--- config.mk ---
export PLATFORM = sky130hd
export DESIGN_NAME = lfsr_stream_cipher
export DESIGN_NICKNAME = d
export VERILOG_FILES = /design/src/rtl/lfsr_stream_cipher.sv
export SDC_FILE = /design/constraint.sdc
export NUM_CORES = 1
export LEC_CHECK = 0
export CAP_MARGIN = 20
export CORE_UTILIZATION = 46
export DETAILED_ROUTE_END_ITERATION = 8
export PLACE_DENSITY = 0.86
export REMOVE_ABC_BUFFERS = 1
export SYNTH_ARGS = -nofsm -noshare
export SYNTH_HDL_FRONTEND = slang
export SYNTH_SLANG_ARGS = --single-unit
--- constraint.sdc ---
create_clock -name clock -period 3.25 [get_ports clock]
set_input_delay 0.975 -clock clock [delete_from_list [all_inputs] [get_ports clock]]
set_output_delay 0.975 -clock clock [all_outputs]
set_load 0.1 [all_outputs]
--- src/rtl/lfsr_stream_cipher.sv ---
// LFSR keystream cipher with valid/ready handshake on both sides.
// Each accepted beat is XORed with DATA_W keystream bits. The LFSR advances
// DATA_W steps in one cycle, and the result is presented one cycle later.
// Encryption and decryption are the same operation when both sides start
// from the same seed.
module lfsr_stream_cipher #(
    parameter int              WIDTH  = 16,
    parameter logic [WIDTH-1:0] TAPS  = 16'h002D,
    parameter logic [WIDTH-1:0] SEED  = 16'hACE1,
    parameter int              DATA_W = 8
) (
    input  logic              clock,
    input  logic              n_reset,
    input  logic              seed_load,
    input  logic [WIDTH-1:0]  seed_in,
    output logic              seed_err,
    input  logic              in_valid,
    output logic              in_ready,
    input  logic [DATA_W-1:0] in_data,
    output logic              out_valid,
    input  logic              out_ready,
    output logic [DATA_W-1:0] out_data,
    output logic [WIDTH-1:0]  lfsr_state
);

    // Reject illegal configurations while the design is being elaborated.
    generate
        if (WIDTH < 4 || WIDTH > 32) begin : g_bad_width
            $error("lfsr_stream_cipher: WIDTH must be within 4..32");
        end
        if (DATA_W < 1 || DATA_W > WIDTH) begin : g_bad_data_w
            $error("lfsr_stream_cipher: DATA_W must be within 1..WIDTH");
        end
        if (SEED == {WIDTH{1'b0}}) begin : g_bad_seed
            $error("lfsr_stream_cipher: SEED must be non-zero");
        end
        if (TAPS == {WIDTH{1'b0}}) begin : g_bad_taps
            $error("lfsr_stream_cipher: TAPS must be non-zero");
        end
    endgenerate

    // XOR-reduce a vector. The feedback bit is the parity of the tapped bits.
    function automatic logic parity_f(input logic [WIDTH-1:0] v);
        parity_f = ^v;
    endfunction

    // Advance the LFSR one step. Feedback enters at the MSB and the state shifts right.
    function automatic logic [WIDTH-1:0] lfsr_step_f(input logic [WIDTH-1:0] s);
        lfsr_step_f = {parity_f(s & TAPS), s[WIDTH-1:1]};
    endfunction

    logic [WIDTH-1:0]  lfsr_q;
    logic [WIDTH-1:0]  lfsr_d;
    logic              out_valid_q;
    logic              out_valid_d;
    logic [DATA_W-1:0] out_data_q;
    logic [DATA_W-1:0] out_data_d;
    logic              seed_err_q;
    logic              seed_err_d;

    logic [WIDTH-1:0]  adv_s;
    logic [DATA_W-1:0] ks_s;
    logic              lockup_s;
    logic              seed_zero_s;
    logic              in_ready_s;
    logic              accept_s;

    // Unroll DATA_W LFSR steps. Keystream bit j is s[0] after j steps.
    always_comb begin
        ks_s  = {DATA_W{1'b0}};
        adv_s = lfsr_q;
        for (int j = 0; j < DATA_W; j++) begin
            ks_s[j] = adv_s[0];
            adv_s   = lfsr_step_f(adv_s);
        end
    end

    // Handshake qualifiers. An all-zero state also blocks intake until it is recovered.
    assign lockup_s    = (lfsr_q == {WIDTH{1'b0}});
    assign seed_zero_s = (seed_in == {WIDTH{1'b0}});
    assign in_ready_s  = !seed_load && !lockup_s && (!out_valid_q || out_ready);
    assign accept_s    = in_valid && in_ready_s;

    // Next state: lock-up recovery, then seed load, then beat advance.
    always_comb begin
        lfsr_d      = lfsr_q;
        seed_err_d  = 1'b0;
        out_valid_d = out_valid_q;
        out_data_d  = out_data_q;

        if (lockup_s) begin
            lfsr_d     = SEED;
            seed_err_d = 1'b1;
        end else if (seed_load) begin
            if (seed_zero_s) begin
                lfsr_d     = lfsr_q;
                seed_err_d = 1'b1;
            end else begin
                lfsr_d     = seed_in;
                seed_err_d = 1'b0;
            end
        end else if (accept_s) begin
            lfsr_d = adv_s;
        end else begin
            lfsr_d = lfsr_q;
        end

        if (accept_s) begin
            out_valid_d = 1'b1;
            out_data_d  = in_data ^ ks_s;
        end else if (out_valid_q && out_ready) begin
            out_valid_d = 1'b0;
            out_data_d  = out_data_q;
        end else begin
            out_valid_d = out_valid_q;
            out_data_d  = out_data_q;
        end
    end

    // State and output registers. Reset discards any in-flight beat.
    always_ff @(posedge clock or negedge n_reset) begin
        if (!n_reset) begin
            lfsr_q      <= SEED;
            out_valid_q <= 1'b0;
            out_data_q  <= {DATA_W{1'b0}};
            seed_err_q  <= 1'b0;
        end else begin
            lfsr_q      <= lfsr_d;
            out_valid_q <= out_valid_d;
            out_data_q  <= out_data_d;
            seed_err_q  <= seed_err_d;
        end
    end

    assign in_ready   = in_ready_s;
    assign out_valid  = out_valid_q;
    assign out_data   = out_data_q;
    assign seed_err   = seed_err_q;
    assign lfsr_state = lfsr_q;

endmodule
==> results.sh <==
# implementation run metrics
export IMPL_status="finished clean"
export IMPL_dp_hpwl_mm=3.37
export IMPL_finalMaxSlewViolations=0
export IMPL_cts_tree="yes"
export IMPL_rr_worst_depth=7
export IMPL_fp_row_count=21
export IMPL_synthCells=168
export IMPL_gp_congestion=0.852
export IMPL_max_freq_ghz=0.316
export IMPL_numClockSinks=26
export IMPL_ys_flops=26
export IMPL_ys_cells=168
export IMPL_area_growth_pct=39.5
export IMPL_cts_buffer_depth=2
export IMPL_vias=1573
export IMPL_whs_ns=0.525
export IMPL_drv_cap=0
export IMPL_hp_start="out_data[1]"
export IMPL_layout_top_cells="buf_4 (39), clkdlybuf4s50_1 (28), dfrtp_1 (18)"
export IMPL_dp_slack_ns=0.223
export IMPL_num_antenna_cells=0
export IMPL_drtIter0Drc=80
export IMPL_portBuffers=55
export IMPL_grt_max_degree=27
export IMPL_r2r_end="out_data[4]"
export IMPL_min_path_type="reg -> reg"
export IMPL_path_clk_slew_ns=0.14
export IMPL_fin_worst_skew_ns=0.00376
export IMPL_first_global_vias=1552
export IMPL_area_leaders="dfrtp_1 (27%), dfstp_2 (12%), mux2_2 (6.7%)"
export IMPL_drive_gt1_share_pct=28.1
export IMPL_overflow=0
export IMPL_chipArea_um2=3910
export IMPL_setup_violations=0
export IMPL_critPathMaxFanout=4
export IMPL_hold_depth=1
export IMPL_synth_area_leader_cell="dfrtp_1"
export IMPL_total_power_w=0.00244
export IMPL_slew_headroom_pct=48.4
export IMPL_endpoint_kind="primary output"
export IMPL_r2r_start="lfsr_state[3]"
export IMPL_fp_util_pct=49.4
export IMPL_crit_path_start_kind="register"
export IMPL_ys_warn_count=0
export IMPL_warnings=25
export IMPL_finalWorstSetupSlack_ns=0.0810
export IMPL_dr_pass1_iters=4
export IMPL_ir_drop_v=0.000540
export IMPL_dpl_cell_area_um2=2280
export IMPL_syn_area_um2=1690
export IMPL_die_h_um=62.6
export IMPL_hold_violations=0
export IMPL_period_used_pct=97.5
export IMPL_avgViaCountPerCell=5.68
export IMPL_ys_seq_share_pct=39.2
export IMPL_grt_pass1_wl_mm=7.45
export IMPL_fin_crit_ns=3.17
export IMPL_p_per_area_nw_per_um2=1040
export IMPL_tightestPinTransition_ns=0.770
export IMPL_nNetsFinal=265
export IMPL_hold_end="out_data[1]"
export IMPL_path_class="reg -> out"
export IMPL_synth_avg_cell_area_um2=10.0
export IMPL_critical_path_arrival_ns=2.19
export IMPL_coreArea_um2=3420
export IMPL_routed_wl_mm=4.60
export IMPL_cts_root_buf="clkbuf_4"
export IMPL_antenna_found_initial=0
export IMPL_fin_area_um2=2350
export IMPL_cp_required_ns=2.27
export IMPL_ys_chip_area_um2=1690
export IMPL_hold_buffers=0
export IMPL_cts_buffers=3
export IMPL_yosysTopAreaCellShare_pct=26.7
export IMPL_cts_resized=0
export IMPL_cts_htree_levels=1
export IMPL_clk_latency_ns=0.33
export IMPL_ys_types=40
export IMPL_die_x_um=62.6
export IMPL_p_leak_nw=1.04
export IMPL_drc=0
export IMPL_r2r_slack_ns=0.93
export IMPL_num_io_pins=56
export IMPL_drt_antenna_violating_nets=0
registers in the layout (all words and copies together), names as in the netlist:
signal and flops:
lfsr_state 16, out_data 8, out_valid 1, seed_err 1
critical path, cell delays in order (launching register included):
cell     delay [ns]
dfrtp_1        0.44
inv_1          0.09
ha_1           0.13
or4b_1         0.47
or3_4          0.36
and3_1         0.21
buf_12         0.17
report_power, final:
| part | internal, W | switching (W) |
|---|---|---|
| registers | 0.000465 | 0.000124 |
| clock network | 0.000125 | 0.000100 |
| logic | 0.000454 | 0.00117 |
Yosys cell counts (all sizes together):
cell type  count
mux2i          5
or4b           1
xor2          12
o21bai         1
a21oi          3
a211o          2
dfstp          8
nor3           4
o221ai         1
dfrtp         18
inv           13
buf            3
nand4          1
nand4b         1
o31ai          2
xnor3          1
nor2b          3
and2           3
nor4           3
nor2           5
a211oi        12
nand2          8
a21o           1
a221oi         4
nand3          6
clkbuf         6
ha             4
o22ai          1
o211ai         1
or4            1
mux2          10
and3           2
o2111ai        2
o2bb2ai        2
o21ai          5
nand2b         1
or3            3
xnor2          9
metal layers:
| layer | routed length (um) | global-route usage [%] | up-vias |
|---|---|---|---|
| met2 | 2160 | 37.6 | 87 |
| met4 | 66 | 8.43 | 0 |
| met1 | 1930 | 33.5 | 744 |
| met5 | 0 | 0 | - |
| li1 | - | - | 734 |
| met3 | 435 | 4.38 | 8 |
worst max-delay path by stage:
stage	from	slack [ns]	to
floorplan	lfsr_state[2]	-0.25	in_ready
global placement	out_ready	0.25	in_ready
detailed placement	out_ready	0.22	in_ready
CTS	lfsr_state[3]	0.05	in_ready
global route	lfsr_state[3]	-0.0007	in_ready
finish	lfsr_state[3]	0.08	in_ready
logic make-up after synthesis:
logic type / count (synthesis) / share of synthesized area [%]
and+or+nand+nor: 42 / 14.8
AOI/OAI and AO/OA: 37 / 16.0
DFF: 26 / 39.2
xor gates and xnor gates: 22 / 12.2
buffers and inverters: 22 / 5.12
muxes: 15 / 9.64
adders and majority gates: 4 / 2.97
what timing repair did:
action | in CTS | in global routing
setup buffers | 1 | 2
pin swaps | 1 | 0
setup endpoints to repair | 1 | 1
metrics by stage:
| stage | setup TNS (ns) | instances |
|---|---|---|
| CTS | 0 | 275 |
| finish | 0 | 277 |
| detailed placement | 0 | 270 |
| floorplan | -0.253 | 159 |
| global route | -0.000719 | 277 |
| global placement | 0 | 270 |
layout make-up:
cell class	instances	area, um^2
Timing Repair Buffer	68	593
Tap cell	46	57.6
Multi-Input combinational cell	120	940
Clock inverter	1	30.0
Sequential cell	26	661
Clock buffer	3	22.5
Inverter	13	48.8
Fill cell	276	1060
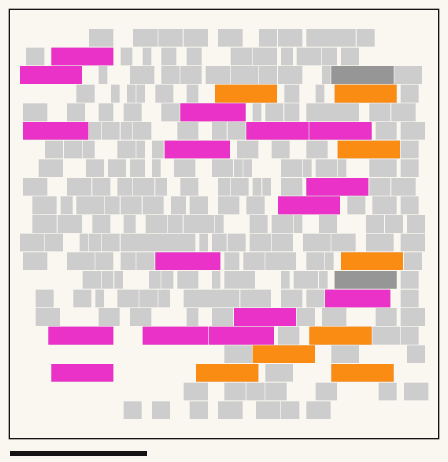
(where the registers sit)
The bar under the picture is 20 um long.
out_data: marked orange, flops 8. lfsr_state: marked magenta, flops 16.
Another 2 sequential cells are not coloured.
Seq power: 0.000588 W
flop share of the area: 28.1%
Reg area: 661 um^2

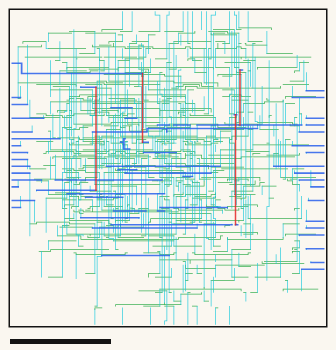
(wiring by layer)
The bar under the picture is 20 um long.
met1: marked green, wire length 1930 um. met4: marked red, wire length 66.6 um. met3: marked blue, wire length 436 um. met2: marked cyan, wire length 2160 um.

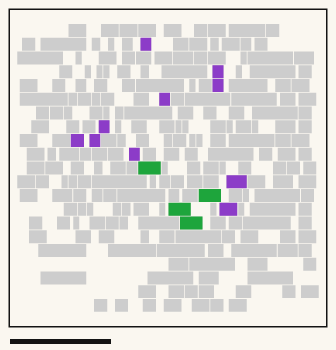
(selected gate families)
The bar under the picture is 20 um long.
AND and OR gates: marked purple, cells 10, most used and2_1. adder and majority cells: marked green, cells 4, most used ha_1, where centre.
Comb/total area: 39.9%
Commonest Layout Cell: buf_4

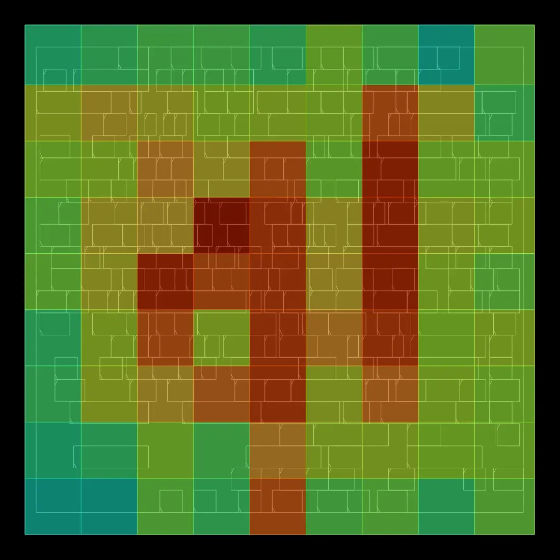
(routing congestion)
busiest layer in global routing: met2
met1 usage: 33.5%
DR WL/cell: 16.6 um
GR Util All Layers: 24.2%
post-layout util: 68.9%

Power figures rest on the tool's default switching activity, not on a simulated workload.
